==> config.mk <==
export PLATFORM = sky130hd
export DESIGN_NAME = st_bus_timing_gen
export DESIGN_NICKNAME = d
export VERILOG_FILES = /design/src/rtl/st_bus_timing_gen_pkg.sv /design/src/rtl/st_bus_rate_div.sv /design/src/rtl/st_bus_timing_gen.sv
export SDC_FILE = /design/constraint.sdc
export NUM_CORES = 1
export LEC_CHECK = 0
export CORE_MARGIN = 5
export CORE_UTILIZATION = 46
export CTS_CLUSTER_DIAMETER = 150
export DETAILED_ROUTE_END_ITERATION = 7
export PLACE_DENSITY = 0.72
export SYNTH_ARGS = -nofsm -noshare
export SYNTH_HDL_FRONTEND = slang
export SYNTH_SLANG_ARGS = --single-unit
==> constraint.sdc <==
create_clock -name i_c4 -period 5.22 [get_ports i_c4]
set_input_delay 0.522 -clock i_c4 [delete_from_list [all_inputs] [get_ports i_c4]]
set_output_delay 0.522 -clock i_c4 [all_outputs]
set_load 0.005 [all_outputs]
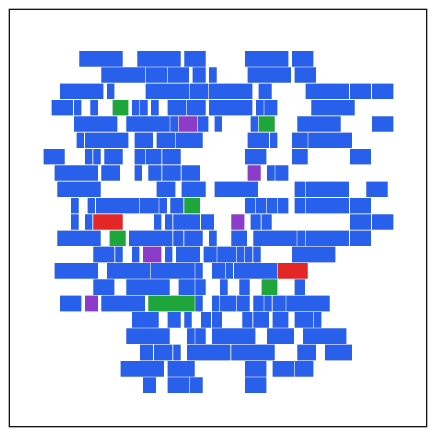
Fig. 1. Cells by drive strength (run 1).
Scale: 6 px per micron.
Green is _3 and _4 cells, cells 6, most used clkbuf_4. Purple is _2 cells, cells 5, most used or2_2. Red is _6 and larger, cells 2, most used clkbuf_8. Blue is _0 and _1 cells, cells 175, most used dfxtp_1.
Layout Cell Area excl Fill: 0.001893 sq mm
non-clock buffer instance count of the final layout: 23
final worst setup slack: 2.621 ns

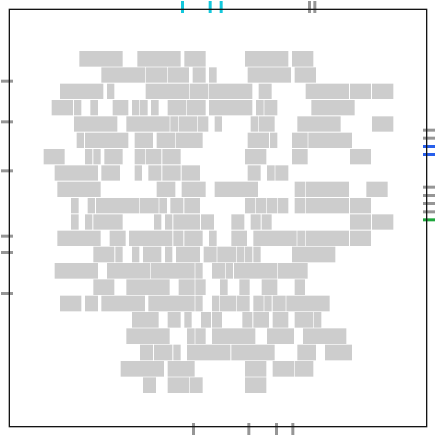
Fig. 2. I/O pins on the die edge (run 1).
Scale: 6 px per micron. Pins as bars across the die edge, other pins in gray.
Cyan is o_bit_idx, pins 3, direction output, edge north. Blue is o_clk_en_rx, pins 2, direction output, edge east. Green is o_frame_start, pins 1, direction output, edge east.
die extent in y: 69.33 microns
port bufs: 23

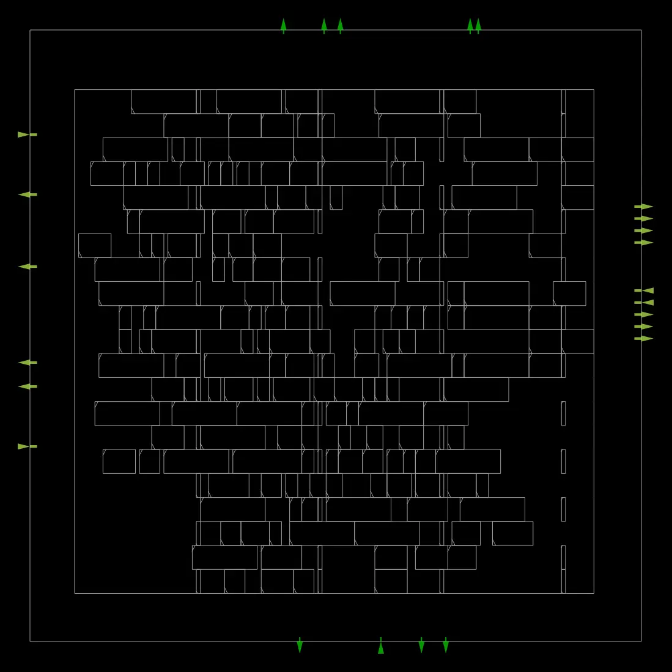
Fig. 3. Cell placement (run 1).
non-filler cells in the finished layout: 234
Taps Inserted: 46
filler instances: 341
Final Core Density: 56.29%
Seq/total area: 42.30%

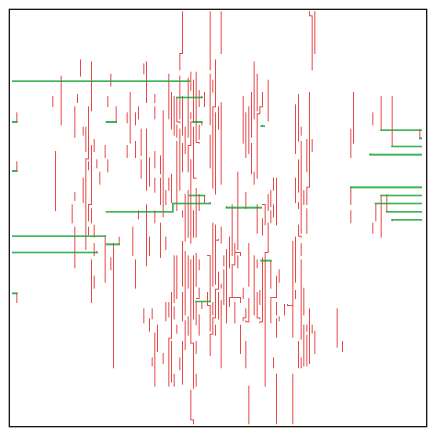
Fig. 4. Routed metal, one color a layer (run 1).
Scale: 6 px per micron. Only two layers are drawn.
Green is metal 3, wire length 158 microns. Red is metal 2, wire length 1,360 microns.
Total Routing Usage GR: 13.20%
detailed-route wire length: 2948 microns
via count: 1,210

==> reports/metrics.sh, run 1 <==
STATUS='finished, final reports clean'
TIMING.CRITICAL_PATH.FANOUT_MAX=10
DIE_AREA_SQ_MM=0.004806
NUMCTSBUFFERS=5
CRITICAL_PATH_CLASS='reg -> reg'
MAX-SLEW-MARGIN-REL_PCT=63.62
IRDROPWORSTVDD_mV=0.1668
DP.FINAL_HPWL_MICRONS=2194
LARGEST_AREA_CELL='dfxtp_1'
NUMSYNTHFLOPS=40
HOLD_WS_NS=0.4851
GRT.OVERFLOW.TOTAL=0
CELL_TOTAL_IN_THE_YOSYS_STAT_OUTPUT=170
DESIGN.FINAL.NETS=199
FINAL_PERIOD_MINUS_WORST_SETUP_SLACK_NS=2.599
ROUTE.ANTENNA.REMAINING_NETS=0
ANTENNA_FOUND_INITIAL=0
POWER.LEAKAGE_nW=0.7096
FINAL.SETUP.TNS_NS=0
FLOORPLAN.DIE.WIDTH_MICRONS=69.33
YS_DOMINANT_REG_CELL='dfxtp_1'
WORSTPATHARRIVAL_NS=2.87
FINAL-MAX-SLEW-VIOLATION-COUNT=0
CLK-INSERTION-DELAY-LATE_NS=0.34
GLOBALROUTE.BUSIESTLAYER='met2'
CTS_BUFFER_DEPTH=2
[run 1: per-layer routing]
layer	share of wire, %	vias up
li1	-	606
met1	47	569
met2	46	27
met3	5.3	8
met4	2.1	0
met5	0	-
[run 1: power by group]
group	leakage (nW)	total (mW)	internal, mW	switching [mW]
sequential	0.324	0.320	0.312	0.00714
combinational	0.348	0.0385	0.0188	0.0197
clock	0.0374	0.167	0.0764	0.0903
[run 1: stage by stage]
stage	power [mW]	area (sq um)
CTS	0.5288	1893
global route	0.5484	1893
global placement	0.3634	1828
detailed placement	0.3648	1828
finish	0.5248	1893
floorplan	0.3513	1619
[run 1: worst max-delay path, delay by kind of cell (launching register included)]
family,cells,cell delay (ns)
fa+ha+maj,2,0.56
simple gates,4,0.69
compound gates,3,0.82
flops,1,0.47
[run 1: placed cells by master (no fill, tap or decap), drive strengths merged, types with 3 or more instances in the layout]
cell	n
or2	3
and4	3
and3	3
xnor2	7
clkbuf	7
ha	6
a21oi	8
nor2b	3
inv	6
dfxtp	40
o21ai	7
nor2	30
xor2	3
nand2	6
a31oi	3
nand3	4
clkdlybuf4s50	23
[run 1: logic make-up (layout without fill, tap and decap cells)]
group           Yosys count  count (layout)  synth area share, %
fa+ha+maj                 6               6                4.637
buf+inv                  18              36                6.259
flops                    40              40                49.46
simple gates             65              65                20.17
mux                       2               2                1.237
compound gates           29              29                12.83
xor+xnor                 10              10                5.410
[run 1: area by class of cell]
cell class | count | area share (%)
Sequential cell | 40 | 42.30
Multi-Input combinational cell | 112 | 37.87
Clock buffer | 7 | 3.437
Inverter | 6 | 1.190
Tap cell | 46 | 3.040
Timing Repair Buffer | 23 | 12.16
==> run 2: changes to the inputs <==
==> constraint.sdc (replaced) <==
create_clock -name i_c4 -period 2.6 [get_ports i_c4]
set_input_delay 0.26 -clock i_c4 [delete_from_list [all_inputs] [get_ports i_c4]]
set_output_delay 0.26 -clock i_c4 [all_outputs]
set_load 0.005 [all_outputs]
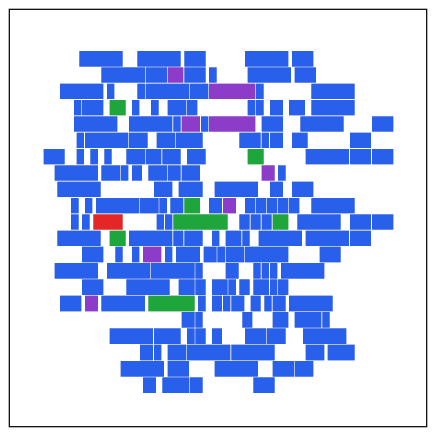
Fig. 5. Cells by drive strength (run 2).
Scale: 6 px per micron.
Green is _3 and _4 cells, cells 7, most used clkbuf_4. Purple is _2 cells, cells 8, most used or2_2. Blue is _0 and _1 cells, cells 173, most used dfxtp_1. Red is _6 and larger, cells 1, most used clkbuf_8.
final worst setup slack: 0.2298 ns
Layout Cell Area excl Fill: 0.001903 sq mm

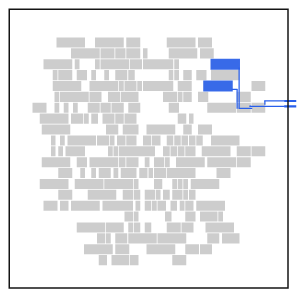
Fig. 6. Wires at chosen ports, followed through buffers (run 2).
Scale: 4 px per micron.
Blue is o_clk_en_rx, bits 2, direction output, end cells 2, buffers 2, wire 33.9 microns.
number of primary I/O pins: 24

==> reports/metrics.sh, run 2 <==
NUMSYNTHFLOPS=40  # unchanged
DESIGN.FINAL.NETS=199  # unchanged
POWER_FRAC_CLOCK_PCT=29.9  # -1.9 points
CELL_TOTAL_IN_THE_YOSYS_STAT_OUTPUT=170  # unchanged
LARGEST_AREA_CELL='dfxtp_1'
MAX-SLEW-MARGIN-REL_PCT=65.82  # +2.2 points
SEQPWRFRAC_PCT=62.6  # +1.7 points
YS_DOMINANT_REG_CELL='dfxtp_1'
FINAL.SETUP.TNS_NS=0  # unchanged
FINAL_UTIL_PCT=56.58  # +0.30 points
GRT.OVERFLOW.TOTAL=0  # unchanged
FIN_SKEW_NS=0.007588
CLK-INSERTION-DELAY-LATE_NS=0.33  # about the same
CRITICAL_PATH_CLASS='reg -> reg'
GP_CONGESTION=0.8578
DIE_H_MICRONS=69.33  # unchanged
POWER-PER-CELL-AREA_mW_PER_MM2=538.8
FINAL-MAX-SLEW-VIOLATION-COUNT=0  # unchanged
POWER.SHARE.SWITCHING_PCT=22.06  # -0.25 points
IO_BUFFER_COUNT=23  # unchanged
INTERNAL_POWER_mW=0.7992  # +96%
CTSHOLDBUFFERS=0
YOSYSWARNINGCOUNT=0
FLOORPLAN.CORE_UTIL_PCT=48.14
STATUS='finished, final reports clean'
FLOORPLAN.DIE.WIDTH_MICRONS=69.33  # unchanged
MOST-COMMON-LAYOUT-CELLS='dfxtp_1 (38), nor2_1 (30), clkdlybuf4s50_1 (23), a21oi_1 (8), xnor2_1 (7)'
CTS_BUFFER_DEPTH=2  # unchanged
DRT_WL_TOTAL_MICRONS=2897  # -1.7%
SETUP_REPAIR_AFTER_GLOBAL_ROUTING_MISSED_ITS_MARGIN='no'
POWER.LEAKAGE_nW=0.7018  # -1.1%
FINAL_PERIOD_MINUS_WORST_SETUP_SLACK_NS=2.370  # -0.2290 ns
GR-USAGE-ALL-LAYERS_PCT=13.25  # +0.056 points
FINAL_LAYOUT_TOP_LOGIC_CELL='dfxtp_1'
ROUTE.ANTENNA.REMAINING_NETS=0  # unchanged
WORSTPATHARRIVAL_NS=2.64  # -0.23 ns
TIMING.CRITICAL_PATH.FANOUT_MAX=10  # unchanged
P_SWITCHING_mW=0.2262  # +93%
DP.FINAL_HPWL_MICRONS=2149  # -2.0%
COMB_POWER_SHARE_PCT=7.4  # about the same
IRDROPWORSTVDD_mV=0.2996  # +80%
DIE_AREA_SQ_MM=0.004806  # unchanged
FILLER_INSTANCES=337  # -1.2%
ANTENNA_FOUND_INITIAL=0  # unchanged
## run 2: critical path, cell delays in order, from the launching register on
cell,delay [ns]
dfxtp_2,0.40
ha_1,0.23
and3_2,0.25
and3_1,0.21
ha_4,0.18
nand2_1,0.07
a2111o_1,0.45
a31oi_4,0.23
o21ai_2,0.14
nor2_1,0.14
## run 2: cell families (layout without fill, tap and decap cells)
logic type               after synthesis  after routing  share of synthesized area, %
buffers and inverters                 18             37                         6.259
AND-OR/OR-AND                         29             29                         12.83
AND/OR/NAND/NOR                       65             65                         20.17
flip-flops                            40             40                         49.46
XOR/XNOR                              10             10                         5.410
multiplexers                           2              2                         1.237
adder cells (fa/ha/maj)                6              6                         4.637
## run 2: routing by layer
metal,vias up,part of all wire (%),GRT usage (%)
met5,-,0,0
met4,0,1.8,5.423
met3,6,7.1,6.522
met2,40,45,20.02
met1,529,46,15.97
li1,604,-,-
## run 2: power by group through the flow
stage                     Combinational (mW)  Clock [mW]  Sequential (mW)
final                                 0.0762       0.307            0.642
after global routing                  0.0867       0.348            0.646
after CTS                             0.0764       0.320            0.642
after detailed placement              0.0760           0            0.656
after global placement                0.0753           0            0.654
after floorplan                       0.0532           0            0.652
## run 2: per-stage QoR
| step | hold WS (ns) | instance area (sq um) | setup slack [ns] | std cells | total power, mW |
|---|---|---|---|---|---|
| after floorplan | 0.3638 | 1619 | 0.3731 | 170 | 0.7052 |
| after global placement | 0.4557 | 1828 | 0.1769 | 227 | 0.7296 |
| after detailed placement | 0.4687 | 1828 | 0.05135 | 227 | 0.7317 |
| after CTS | 0.4764 | 1889 | 0.06308 | 235 | 1.038 |
| after global routing | 0.4853 | 1903 | 0.03458 | 235 | 1.080 |
| final | 0.4803 | 1903 | 0.2298 | 235 | 1.025 |
## run 2: final cells by class
cell class | instances | share of cell area, %
Clock buffer | 8 | 3.090
Multi-Input combinational cell | 112 | 38.40
Tap cell | 46 | 3.024
Timing Repair Buffer | 23 | 12.10
Inverter | 6 | 1.183
Sequential cell | 40 | 42.21
## run 2: repair_timing
| action | in CTS | in global routing |
|---|---|---|
| cloned | 0 | 0 |
| setup endpoints to repair | 1 | 9 |
| resized | 1 | 4 |
Power figures rest on the tool's default switching activity, not on a simulated workload.
